gates.png
Drawn at 2 px/um.
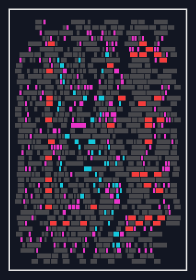
pinout.png
Drawn at 4 px/um. Pins as bars across the die edge, other pins in grey.
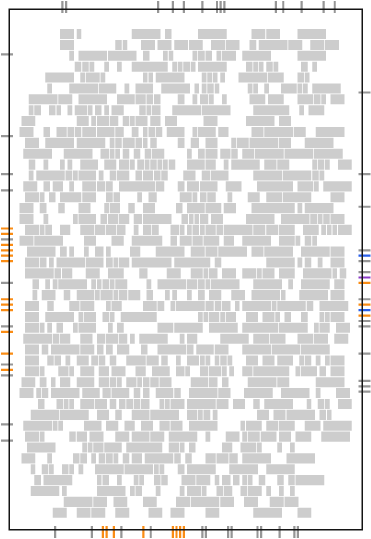
closeup.png
Region (31, 26) to (56, 51) um. Cells in grey, sequential cells in the stronger grey; small squares are vias.
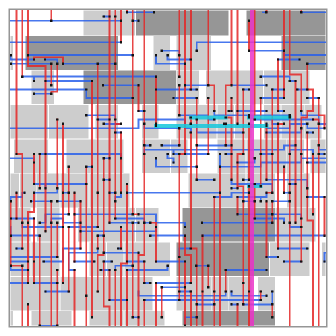
File: src/rtl/mantissa_oaud_seq_pkg.sv
// Shared types and constants for the mantissa divider family.
// Latency: n/a (declarations only).
// Backpressure: n/a.
package oaum_pkg;

    typedef enum logic [1:0] {
        IDLE = 2'd0,
        BUSY = 2'd1,
        DONE = 2'd2
    } state_t;

    // Exponent-adjust codes returned alongside the quotient fraction.
    localparam logic [1:0] SHIFT_DEC  = 2'b00;
    localparam logic [1:0] SHIFT_NONE = 2'b01;
    localparam logic [1:0] SHIFT_INC  = 2'b10;

    // Remainder width: 1.X < 2 * 1.Y keeps R < 2V, so W+3 bits never overflow.
    function automatic int rem_width(input int w);
        return w + 3;
    endfunction

endpackage

File: src/rtl/mantissa_oaud_seq_norm_round.sv
// Normalizes a raw quotient in (0.5, 2) to a W-bit fraction plus exponent adjust.
// Latency: combinational.  Backpressure: none.
// MANTISSA_OAUD_ROUND_EN adds round-to-nearest-even with guard/sticky.
module oaud_norm_round
    import oaum_pkg::*;
#(
    parameter int W = 23
) (
    input  logic [W+2:0] q_i,       // q_i[W+2] has weight 2^0, q_i[0] weight 2^-(W+2)
    input  logic         rem_nz_i,  // final remainder non-zero
    output logic [W-1:0] mant_o,
    output logic [1:0]   shift_o
);

`ifdef MANTISSA_OAUD_ROUND_EN
    logic [W-1:0] frac;
    logic [W:0]   sum;
    logic         guard;
    logic         sticky;
    logic [1:0]   base_shift;

    // Pick the fraction window, then round to nearest even; carry-out renormalizes.
    always_comb begin
        frac       = '0;
        guard      = 1'b0;
        sticky     = 1'b0;
        base_shift = SHIFT_NONE;
        sum        = '0;
        mant_o     = '0;
        shift_o    = SHIFT_NONE;
        if (q_i[W+2]) begin
            frac       = q_i[W+1:2];
            guard      = q_i[1];
            sticky     = q_i[0] | rem_nz_i;
            base_shift = SHIFT_NONE;
        end else begin
            frac       = q_i[W:1];
            guard      = q_i[0];
            sticky     = rem_nz_i;
            base_shift = SHIFT_DEC;
        end
        sum = {1'b0, frac} + {{W{1'b0}}, guard & (sticky | frac[0])};
        if (sum[W]) begin
            mant_o  = '0;
            shift_o = (base_shift == SHIFT_NONE) ? SHIFT_INC : SHIFT_NONE;
        end else begin
            mant_o  = sum[W-1:0];
            shift_o = base_shift;
        end
    end
`else
    // Truncating build: guard position and remainder carry no information.
    logic unused_bits;
    assign unused_bits = q_i[0] ^ rem_nz_i;

    // Select the fraction window according to the integer bit of the quotient.
    always_comb begin
        mant_o  = '0;
        shift_o = SHIFT_NONE;
        if (q_i[W+2]) begin
            mant_o  = q_i[W+1:2];
            shift_o = SHIFT_NONE;
        end else begin
            mant_o  = q_i[W:1];
            shift_o = SHIFT_DEC;
        end
    end
`endif

endmodule

File: src/rtl/mantissa_oaud_seq.sv
// Iterative restoring divider (1.X)/(1.Y), one quotient bit per cycle; optional MANTISSA_OAUD_ROUND_EN.
// Latency: ITER_CNT+1 cycles accept-to-Out_Valid (ITER_CNT+2 with rounding).
// Backpressure: result held in DONE until Out_Ready; In_Ready low while BUSY/DONE.
module mantissa_oaud_seq
    import oaum_pkg::*;
#(
    parameter int BASELINE       = 23,
    parameter int MANTISSA_WIDTH = 23,
    parameter int ITER_CNT       = MANTISSA_WIDTH + 2   // legal 2..MANTISSA_WIDTH+2
) (
    input  logic                                   Clk,
    input  logic                                   Rst,
    input  logic                                   In_Valid,
    output logic                                   In_Ready,
    input  logic [BASELINE-1:BASELINE-MANTISSA_WIDTH] Mantissa_X,
    input  logic [BASELINE-1:BASELINE-MANTISSA_WIDTH] Mantissa_Y,
    output logic                                   Out_Valid,
    input  logic                                   Out_Ready,
    output logic [BASELINE-1:BASELINE-MANTISSA_WIDTH] Mantissa_Out,
    output logic [1:0]                             Shift
);

    localparam int W  = MANTISSA_WIDTH;
    localparam int RW = rem_width(W);
    localparam int QW = W + 3;
    localparam int CW = $clog2(W + 4);
`ifdef MANTISSA_OAUD_ROUND_EN
    localparam int NIT = ITER_CNT + 1;   // extra guard iteration
`else
    localparam int NIT = ITER_CNT;
`endif
    localparam logic [CW-1:0] LAST = CW'(NIT);

    state_t          state_q, state_d;
    logic [CW-1:0]   cnt_q, cnt_d;
    logic [RW-1:0]   r_q, r_d;
    logic [RW-1:0]   v_q, v_d;
    logic [QW-1:0]   q_q, q_d;
    logic [W-1:0]    mant_q, mant_d;
    logic [1:0]      shift_q, shift_d;

    logic            ge;
    logic [RW-1:0]   r_sub;
    logic [QW-1:0]   q_aligned;
    logic [W-1:0]    norm_mant;
    logic [1:0]      norm_shift;

    // Quotient bits are shifted in at the LSB; after NIT iterations Q[0] sits at bit NIT-1,
    // so a constant left shift places it at the MSB and zero-fills the unreached bits.
    assign q_aligned = q_q << (QW - NIT);

    oaud_norm_round #(.W(W)) u_norm (
        .q_i      (q_aligned),
        .rem_nz_i (|r_q),
        .mant_o   (norm_mant),
        .shift_o  (norm_shift)
    );

    assign Mantissa_Out = mant_q;
    assign Shift        = shift_q;

    // Next-state, datapath step and handshake outputs.
    always_comb begin
        state_d   = state_q;
        cnt_d     = cnt_q;
        r_d       = r_q;
        v_d       = v_q;
        q_d       = q_q;
        mant_d    = mant_q;
        shift_d   = shift_q;
        In_Ready  = (state_q == IDLE);
        Out_Valid = (state_q == DONE);
        ge        = (r_q >= v_q);
        r_sub     = ge ? (r_q - v_q) : r_q;
        case (state_q)
            IDLE: begin
                if (In_Valid) begin
                    r_d     = {2'b00, 1'b1, Mantissa_X};
                    v_d     = {2'b00, 1'b1, Mantissa_Y};
                    q_d     = '0;
                    cnt_d   = '0;
                    state_d = BUSY;
                end
            end
            BUSY: begin
                if (cnt_q == LAST) begin
                    mant_d  = norm_mant;
                    shift_d = norm_shift;
                    state_d = DONE;
                end else begin
                    q_d   = {q_q[QW-2:0], ge};
                    r_d   = r_sub << 1;
                    cnt_d = cnt_q + CW'(1);
                end
            end
            DONE: begin
                if (Out_Ready) begin
                    state_d = IDLE;
                end
            end
            default: state_d = IDLE;
        endcase
    end

    // State and datapath registers with synchronous reset.
    always_ff @(posedge Clk) begin
        if (Rst) begin
            state_q <= IDLE;
            cnt_q   <= '0;
            r_q     <= '0;
            v_q     <= '0;
            q_q     <= '0;
            mant_q  <= '0;
            shift_q <= SHIFT_NONE;
        end else begin
            state_q <= state_d;
            cnt_q   <= cnt_d;
            r_q     <= r_d;
            v_q     <= v_d;
            q_q     <= q_d;
            mant_q  <= mant_d;
            shift_q <= shift_d;
        end
    end

endmodule

File: config.mk
export PLATFORM = sky130hd
export DESIGN_NAME = mantissa_oaud_seq
export DESIGN_NICKNAME = d
export VERILOG_FILES = /design/src/rtl/mantissa_oaud_seq_pkg.sv /design/src/rtl/mantissa_oaud_seq_norm_round.sv /design/src/rtl/mantissa_oaud_seq.sv
export SDC_FILE = /design/constraint.sdc
export NUM_CORES = 1
export LEC_CHECK = 0
export CORE_ASPECT_RATIO = 1.5
export CORE_MARGIN = 2
export CORE_UTILIZATION = 56
export DETAILED_ROUTE_END_ITERATION = 16
export GPL_ROUTABILITY_DRIVEN = 0
export HOLD_SLACK_MARGIN = 0.1
export PLACE_DENSITY_LB_ADDON = 0.15
export SLEW_MARGIN = 20
export SYNTH_ARGS = -nofsm -noshare
export SYNTH_HDL_FRONTEND = slang
export SYNTH_HIERARCHICAL = 1
export SYNTH_SLANG_ARGS = --single-unit
File: constraint.sdc
create_clock -name Clk -period 6.85 [get_ports Clk]
set_input_delay 1.37 -clock Clk [delete_from_list [all_inputs] [get_ports Clk]]
set_output_delay 1.37 -clock Clk [all_outputs]
set_load 0.01 [all_outputs]
==> metrics.cfg <==
[finish]
lay_top_count=nand2_1
flop-count=107
nClkBuffers=11
largest_class=logic gates
mi_logic_area_um2=3420
nNetsFinal=846
n_all_buffers=82
drive_gt1_share_pct=7.75
sh_comb_area_pct=49.1
comb_cells=535
area_growth_pct=18.0
diodes=0
bufAreaShareNonClock_pct=11.5
nNonClkInverters=34
regArea_um2=2140
fill_cells=886
seq_share_pct=30.7
mostFrequentLayoutCells=nand2_1 (139), dfxtp_1 (107), a21oi_1 (93)
clkCellAreaFrac_pct=4.34

[critical_path]
endpoint=r_q[24]
crit_fanout=28
r2r_slack_ns=3.60
path_class=in -> reg
r2r_start=v_q[9]
critical_path.startpoint_type=input pin
crit_required_ns=7.14
startpoint=In_Valid
r2r-end=r_q[20]
crit_arrival_ns=4.02
crit_slowest_cell=nand2_1
crit_chain=clkdlybuf4s50_1, nand2_1, nand2_1, nor2_1, buf_4, a21boi_0, nand3_1
critPathMostFrequentCell=nand2_1
reg2reg_depth=9
max_stage_delay_ns=0.73
endpoint_kind=flop

[routing]
wl_met2_mm=7.54
routed_wl_mm=13.9
dr_wl_met3_um=387
top_layer=met4
vias=5202
ant_nets=0
drcViolationCount=0
viasPerCell=5.69
first_pass_iters=4
routedLengthMet1_mm=5.59
wire_per_inst_um=15.2
drtIter0Drc=290

[global_route]
grt_pass1_vias=4994
grt-ovfl-total=0
use_met3_pct=3.67
antenna_found_initial=0
grt_start_max_net_pins=82
grt_use_met1_pct=28.3
gr-usage-met2_pct=47.1
busiest_layer=met2
grt.total_usage_pct=25.5
grt_pass1_wl_mm=23.3

[clocking]
numCtsBuffers=9
root_buffer=clkbuf_16
cts_setup_buffers=0
clkTransAtPathRegs_ns=0.07
cts_htree_levels=3
clockBufferDepth=2
cts_tree=yes
ctsHoldBuffers=0
clock_latency_ns=0.35
ctsResizeCount=0
cts_num_sinks=107

[sta]
hold_viol=0
clock_skew_ns=0.00828
fmax_mhz=269
setup_viol=0
slew_headroom_pct=29.5
setup_ws_ns=3.13
tightest_slew_ns=1.06
rsz0062_at_grt=false
fin_crit_sh_pct=54.3
slew_viol_final=0
final.min_clock_period_ns=3.72
fin_setup_tns_ns=0

[place]
dpl_worst_slack_ns=2.74
place_hpwl_mm=9.83
portBuffers=76

[die]
dieHeight_um=130
rows=45
coreArea_um2=10200
floorplanUtilization_pct=57.9
die_area_um2=11400
nWellTaps=141
chipWidth_um=87.9
ios=77

[power_and_ir_drop]
p_switching_w=0.000633
peakVddDrop_mv=0.147
comb_power_w=0.000648
p_sw_share_pct=34.0
p_int_w=0.00123
clock_power_share_pct=28.5
p_comb_share_pct=34.9
power-top-group=sequential cells
pwr-share-seq_pct=36.6
total_power_w=0.00186
p_leak_nw=2.72
p_clk_w=0.000531
powerDensity_nw_per_um2=267
seq-power_w=0.000680

[job]
tool_warnings=27
cap_violations=0

[hold_path]
hold_class=reg -> reg
hp-start=Mantissa_Out[12]
hold_depth=2
hold_end=Mantissa_Out[12]

[yosys]
fp_nets=795
syn_avg_cell_area_um2=8.23
synth_warnings=6
syn_area_um2=5910
syn_inst=718

[run_status]
status=finished, final reports clean

Notes on gates.png above:
Key: cyan = nor cells [cells 46]; red = mux cells [cells 40, where widely spread]; magenta = nand cells [cells 166, where widely spread]

Notes on pinout.png above:
Key: purple = Rst [pins 1, direction input, edge east]; orange = Mantissa_X [pins 23, direction input, edge 12 west, 8 south, 3 east]; blue = Shift [pins 2, direction output, edge east]

Notes on closeup.png above:
Key: blue = M1; magenta = M4; cyan = M3; red = M2
Most frequent: nor2_1 (7), dfxtp_1 (6), ha_1 (5). Sequential cells in the window: 6. 55 logic cells have their middle in the window. Netlist names of flops here include r_q (3), cnt_q (2).

state kept, by name, indices dropped and copies added, names as in the netlist:
register	flops
cnt_q	5
q_q	25
state_q	2
r_q	26
Mantissa_Out	23
Shift	2
v_q	24
worst max-delay path, delay by kind of cell:
kind	cells	cell delay [ns]
AND-OR/OR-AND	1	0.14
buffers and inverters	2	0.74
AND/OR/NAND/NOR	4	1.76
per-stage QoR:
stage | hold WS, ns | utilization [%] | cells | area [um^2]
6_report | 0.453 | 68.4 | 915 | 6970
2_1_floorplan | 0.435 | - | 718 | 5910
4_1_cts | 0.455 | 68.4 | 915 | 6970
3_5_place_dp | 0.445 | 65.4 | 899 | 6670
3_3_place_gp | 0.442 | 65.4 | 899 | 6670
5_1_grt | 0.471 | 68.4 | 915 | 6970
No activity file was given, so power comes from the tool's default toggle rates.
